--- config.mk ---
export PLATFORM = sky130hd
export DESIGN_NAME = mux_arb_4to1_flat
export DESIGN_NICKNAME = d
export VERILOG_FILES = /design/src/rtl/mux_arb_4to1_if.sv /design/src/rtl/mux_arb_4to1.sv /design/src/flat_wrapper.sv
export SDC_FILE = /design/constraint.sdc
export NUM_CORES = 1
export LEC_CHECK = 0
export CORE_MARGIN = 3
export CORE_UTILIZATION = 35
export DETAILED_ROUTE_END_ITERATION = 8
export GPL_TIMING_DRIVEN = 0
export PLACE_DENSITY = 0.75
export SLEW_MARGIN = 20
export SYNTH_ARGS = -nofsm -noshare
export SYNTH_HDL_FRONTEND = slang
export SYNTH_SLANG_ARGS = --single-unit
--- constraint.sdc ---
create_clock -name clk -period 2.3 [get_ports clk]
set_clock_uncertainty 0.15 [all_clocks]
set_input_delay 0.575 -clock clk [delete_from_list [all_inputs] [get_ports clk]]
set_output_delay 0.575 -clock clk [all_outputs]
set_load 0.02 [all_outputs]
--- src/rtl/mux_arb_4to1_if.sv ---
// ---------------------------------------------------------------------------
// mux_arb_4to1_if
//   Bundle of the requester and downstream signals of the 4:1 packet arbiter.
//
//   Handshake: a beat moves across a channel only in a cycle where that
//   channel's valid and ready are both high at the rising clock edge.
//   Valid never waits on ready. Ready may be high without valid.
//
//   Signals
//     in_valid[3:0]   requester valid (bit 0 = a, 1 = b, 2 = c, 3 = d)
//     in_last[3:0]    final beat of the requester's packet
//     in_a..in_d      requester data, WIDTH bits each
//     in_ready[3:0]   per-requester ready, at most one bit high
//     out_valid       output register holds a beat
//     out_ready       downstream ready
//     out_data        registered selected data
//     out_src         requester index of the beat in out_data
//     out_last        registered in_last of the selected requester
//     sel             combinational mux select (current winner)
//
//   Modports
//     master : the requester/downstream side (drives in_*, out_ready)
//     slave  : the arbiter
// ---------------------------------------------------------------------------
interface mux_arb_4to1_if #(
  parameter int WIDTH = 4
);
  logic [3:0]       in_valid;
  logic [3:0]       in_last;
  logic [WIDTH-1:0] in_a;
  logic [WIDTH-1:0] in_b;
  logic [WIDTH-1:0] in_c;
  logic [WIDTH-1:0] in_d;
  logic [3:0]       in_ready;
  logic             out_valid;
  logic             out_ready;
  logic [WIDTH-1:0] out_data;
  logic [1:0]       out_src;
  logic             out_last;
  logic [1:0]       sel;

  modport master (
    output in_valid,
    output in_last,
    output in_a,
    output in_b,
    output in_c,
    output in_d,
    output out_ready,
    input  in_ready,
    input  out_valid,
    input  out_data,
    input  out_src,
    input  out_last,
    input  sel
  );

  modport slave (
    input  in_valid,
    input  in_last,
    input  in_a,
    input  in_b,
    input  in_c,
    input  in_d,
    input  out_ready,
    output in_ready,
    output out_valid,
    output out_data,
    output out_src,
    output out_last,
    output sel
  );
endinterface

--- src/rtl/mux_arb_4to1.sv ---
// ---------------------------------------------------------------------------
// mux_arb_4to1
//   Four-requester packet arbiter feeding a single-entry output register.
//   Arbitration is round-robin between packets; once a multi-beat packet
//   starts, the grant is locked to that requester until its last beat.
//
//   Ports
//     clk          rising-edge clock
//     rst_n        asynchronous active-low reset
//     bus          mux_arb_4to1_if.slave (requester inputs, output stage)
//     dbg_state_o  FSM state (0 = ARB, 1 = LOCK)
//     dbg_ptr_o    round-robin pointer (last granted requester in ARB)
// ---------------------------------------------------------------------------
module mux_arb_4to1 #(
  parameter int WIDTH = 4
) (
  input  logic         clk,
  input  logic         rst_n,
  mux_arb_4to1_if.slave bus,
  output logic         dbg_state_o,
  output logic [1:0]   dbg_ptr_o
);

  localparam logic [0:0] ST_ARB  = 1'b0;
  localparam logic [0:0] ST_LOCK = 1'b1;

  logic [0:0]       state_q, state_d;
  logic [1:0]       ptr_q, ptr_d;
  logic [1:0]       sel_q, sel_d;

  logic             out_valid_q, out_valid_d;
  logic [WIDTH-1:0] out_data_q, out_data_d;
  logic [1:0]       out_src_q, out_src_d;
  logic             out_last_q, out_last_d;

  logic             rr_found;
  logic [1:0]       rr_idx;
  logic [1:0]       cand;
  logic             win_valid;
  logic [1:0]       win_idx;
  logic [WIDTH-1:0] win_data;
  logic             win_last;
  logic             can_load;
  logic             xfer;
  logic [3:0]       in_ready_c;

  // Round-robin search starting one past the pointer, wrapping 3 -> 0.
  // Reset leaves ptr at 3 so the first search begins at requester 0.
  always_comb begin
    rr_found = 1'b0;
    rr_idx   = ptr_q;
    cand     = ptr_q;
    for (int i = 1; i <= 4; i++) begin
      cand = ptr_q + 2'(i);
      if (!rr_found && bus.in_valid[cand]) begin
        rr_found = 1'b1;
        rr_idx   = cand;
      end
    end
  end

  // In LOCK the winner is the locked requester, held in sel_q, whether or
  // not it is currently valid; a missing valid simply stalls the packet.
  always_comb begin
    win_valid = 1'b0;
    win_idx   = sel_q;
    if (state_q == ST_LOCK) begin
      win_valid = 1'b1;
      win_idx   = sel_q;
    end else if (rr_found) begin
      win_valid = 1'b1;
      win_idx   = rr_idx;
    end
  end

  always_comb begin
    win_data = bus.in_a;
    unique case (win_idx)
      2'd0: win_data = bus.in_a;
      2'd1: win_data = bus.in_b;
      2'd2: win_data = bus.in_c;
      2'd3: win_data = bus.in_d;
      default: win_data = bus.in_a;
    endcase
  end

  assign win_last = bus.in_last[win_idx];
  assign can_load = !out_valid_q || bus.out_ready;
  assign xfer     = win_valid && can_load && bus.in_valid[win_idx];

  // With no request in ARB the select keeps its previous value.
  assign sel_d = win_valid ? win_idx : sel_q;

  // Combinational outputs are forced to zero while reset is asserted so
  // the whole interface is quiet during reset, not just the registers.
  always_comb begin
    in_ready_c = 4'b0000;
    if (rst_n && win_valid) begin
      in_ready_c[win_idx] = can_load;
    end
  end

  assign bus.in_ready = in_ready_c;
  assign bus.sel      = rst_n ? sel_d : 2'd0;

  // FSM and round-robin pointer. The pointer only moves on grants made in
  // ARB, so the next packet search starts after the requester that just
  // finished a packet.
  always_comb begin
    state_d = state_q;
    ptr_d   = ptr_q;
    if (xfer) begin
      if (state_q == ST_ARB) begin
        ptr_d = win_idx;
        if (!win_last) begin
          state_d = ST_LOCK;
        end
      end else if (win_last) begin
        state_d = ST_ARB;
      end
    end
  end

  // Output register: load on an input transfer (which also covers the
  // drain-and-refill case), otherwise empty it when the beat is taken.
  always_comb begin
    out_valid_d = out_valid_q;
    out_data_d  = out_data_q;
    out_src_d   = out_src_q;
    out_last_d  = out_last_q;
    if (xfer) begin
      out_valid_d = 1'b1;
      out_data_d  = win_data;
      out_src_d   = win_idx;
      out_last_d  = win_last;
    end else if (out_valid_q && bus.out_ready) begin
      out_valid_d = 1'b0;
    end
  end

  always_ff @(posedge clk or negedge rst_n) begin
    if (!rst_n) begin
      state_q     <= ST_ARB;
      ptr_q       <= 2'd3;
      sel_q       <= 2'd0;
      out_valid_q <= 1'b0;
      out_data_q  <= '0;
      out_src_q   <= 2'd0;
      out_last_q  <= 1'b0;
    end else begin
      state_q     <= state_d;
      ptr_q       <= ptr_d;
      sel_q       <= sel_d;
      out_valid_q <= out_valid_d;
      out_data_q  <= out_data_d;
      out_src_q   <= out_src_d;
      out_last_q  <= out_last_d;
    end
  end

  assign bus.out_valid = out_valid_q;
  assign bus.out_data  = out_data_q;
  assign bus.out_src   = out_src_q;
  assign bus.out_last  = out_last_q;

  assign dbg_state_o = state_q;
  assign dbg_ptr_o   = ptr_q;

endmodule
--- src/flat_wrapper.sv ---
// flat-port wrapper written by rule: the top's interface ports become plain ports
module mux_arb_4to1_flat 
#(
  parameter int WIDTH = 4
)
  (clk, rst_n, dbg_state_o, dbg_ptr_o, bus_in_valid, bus_in_last, bus_in_a, bus_in_b, bus_in_c, bus_in_d, bus_out_ready, bus_in_ready, bus_out_valid, bus_out_data, bus_out_src, bus_out_last, bus_sel);
  mux_arb_4to1_if #(.WIDTH(WIDTH)) bus_i ();
  input  logic clk;
  input  logic rst_n;
  output logic dbg_state_o;
  output logic [1:0] dbg_ptr_o;
  input wire logic [$bits(bus_i.in_valid)-1:0] bus_in_valid;
  input wire logic [$bits(bus_i.in_last)-1:0] bus_in_last;
  input wire logic [$bits(bus_i.in_a)-1:0] bus_in_a;
  input wire logic [$bits(bus_i.in_b)-1:0] bus_in_b;
  input wire logic [$bits(bus_i.in_c)-1:0] bus_in_c;
  input wire logic [$bits(bus_i.in_d)-1:0] bus_in_d;
  input wire logic [$bits(bus_i.out_ready)-1:0] bus_out_ready;
  output wire logic [$bits(bus_i.in_ready)-1:0] bus_in_ready;
  output wire logic [$bits(bus_i.out_valid)-1:0] bus_out_valid;
  output wire logic [$bits(bus_i.out_data)-1:0] bus_out_data;
  output wire logic [$bits(bus_i.out_src)-1:0] bus_out_src;
  output wire logic [$bits(bus_i.out_last)-1:0] bus_out_last;
  output wire logic [$bits(bus_i.sel)-1:0] bus_sel;
  assign bus_i.in_valid = bus_in_valid;
  assign bus_i.in_last = bus_in_last;
  assign bus_i.in_a = bus_in_a;
  assign bus_i.in_b = bus_in_b;
  assign bus_i.in_c = bus_in_c;
  assign bus_i.in_d = bus_in_d;
  assign bus_i.out_ready = bus_out_ready;
  assign bus_in_ready = bus_i.in_ready;
  assign bus_out_valid = bus_i.out_valid;
  assign bus_out_data = bus_i.out_data;
  assign bus_out_src = bus_i.out_src;
  assign bus_out_last = bus_i.out_last;
  assign bus_sel = bus_i.sel;
  mux_arb_4to1 #(.WIDTH(WIDTH)) u_core (.clk(clk), .rst_n(rst_n), .bus(bus_i), .dbg_state_o(dbg_state_o), .dbg_ptr_o(dbg_ptr_o));
endmodule
**Supply network**

Scale: 6 px per um. Pins as bars on the die edge.
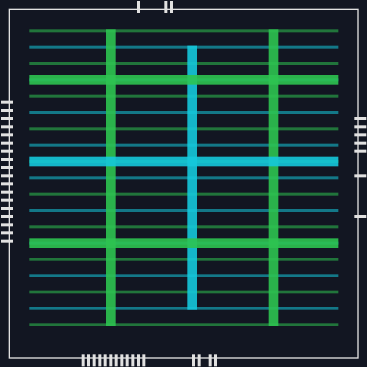
legend:
  VDD:
    colour: cyan
  VSS:
    colour: green
met4 straps: 3
met1 rails: 19
signal pins: 44
die height: 57.9 um
Die W: 57.9 um
Max VDD drop: 1.24 mV

**Placement by cell class**

Scale: 4 px per um. Fill, decap, tap and diode cells in grey.
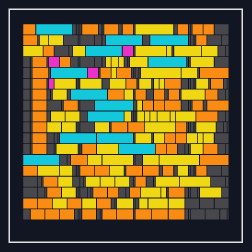
legend:
  combinational and other logic:
    colour: yellow
    cells: 74
  other buffers and delay cells:
    colour: orange
    cells: 76
  flops:
    colour: cyan
    cells: 13
  clock drivers and dummy loads:
    colour: magenta
    cells: 4
Layout Cell Area excl Fill: 1940 sq um
sequential cell area share: 16.9%

**Clock distribution**

Scale: 10 px per um.
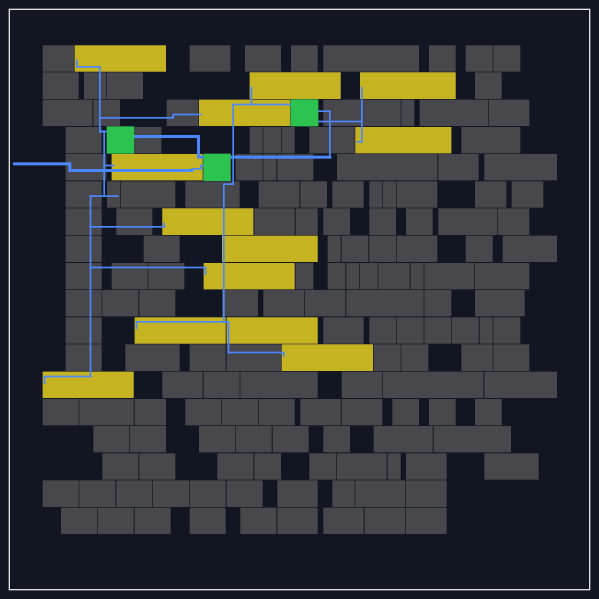
legend:
  clock wires:
    colour: blue
    length: 191 um
  flip-flops:
    colour: yellow
    count: 13
  clock drivers:
    colour: green
    count: 3
routed clock nets: 4
clk_lat worst skew: 0.28 ns
clock group power: 0.000149 W
Clk network pwr share: 4.7%

**Metal layers overlaid**

Scale: 6 px per um. Only two layers are drawn.
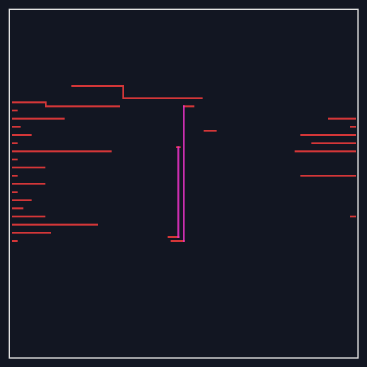
legend:
  metal 4:
    colour: magenta
    wire_length: 37.4 um
  metal 3:
    colour: red
    wire_length: 164 um
final wirelength: 3.35 mm
vias post-DR: 1011
Total GRT Usage: 20.6%
per-cell routed wire length: 17.0 um

**Cell outlines without signal wires**

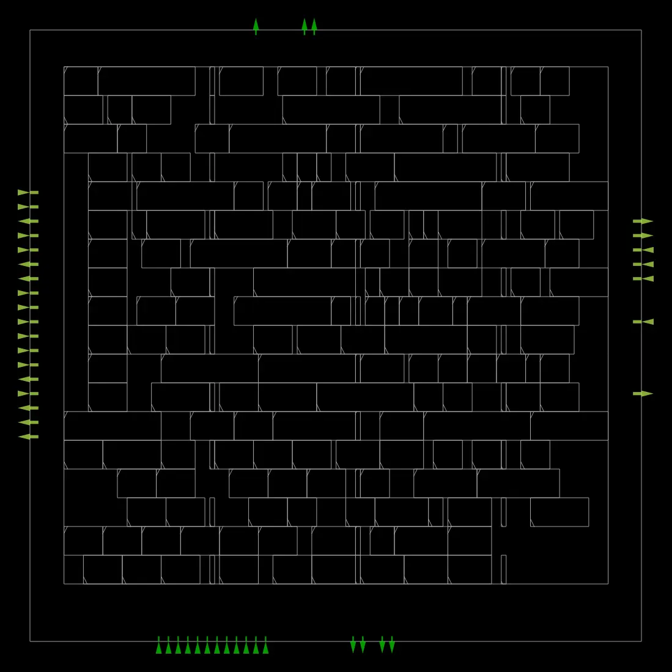
final core utilization: 77.0%
Core ar.: 2520 sq um

-- cell type report --
class	instances	area, sq um	area share [%]
Sequential cell	13	329	16.9
Timing Repair Buffer	74	721	37.1
Multi-Input combinational cell	69	788	40.6
Buffer	2	22.5	1.16
Tap cell	30	37.5	1.93
Inverter	5	18.8	0.966
Clock buffer	4	26.3	1.35
-- flip-flops by register name (all words and copies together) (netlist names) --
signal                count
u_core.bus.out_src        2
u_core.dbg_ptr_o          2
u_core.bus.out_data       4
u_core.bus.out_valid      1
u_core.bus.out_last       1
u_core.sel_q              2
u_core.dbg_state_o        1
-- metal layers --
metal  global-route usage [%]  wire length, um
met2                     36.9             1800
met3                     5.12              163
met1                     24.7             1350
met5                        0                0
met4                     4.30               37
==> run_results.csv <==
group,metric,value,unit
run_status,status,"finished, violations left",
run_status,violations,"negative setup slack",
power_and_ir_drop,seq_power_share,14.8,%
route,drt-initial-drc-count,30,
final_timing,fin_ws,-0.249,ns
logic_synthesis,mux_share,26.6,%
floorplanning,dieArea,3350,sq um
setup_path,timing.rr.end,"u_core.bus.out_data[3]",
grt,grt_pass1_wl,5.31,mm
final_timing,finalSetupViolations,15,
logic_synthesis,edf_count,0,
setup_path,endpoint,"bus_in_ready[3]",
setup_path,ff2ff_path_depth,10,
final_timing,period_minus_slack,2.55,ns
final_timing,maxSlewViolCount,0,
setup_path,worst_setup_path_start_kind,"primary input",
logic_synthesis,synth_nets,116,
setup_path,reg2reg_from,"u_core.dbg_ptr_o[0]",
cells_and_area,antenna_cells,0,
logic_synthesis,synth-seq-cells,13,
logic_synthesis,ff_type,"dfrtp_1",
Power figures rest on the tool's default switching activity, not on a simulated workload.
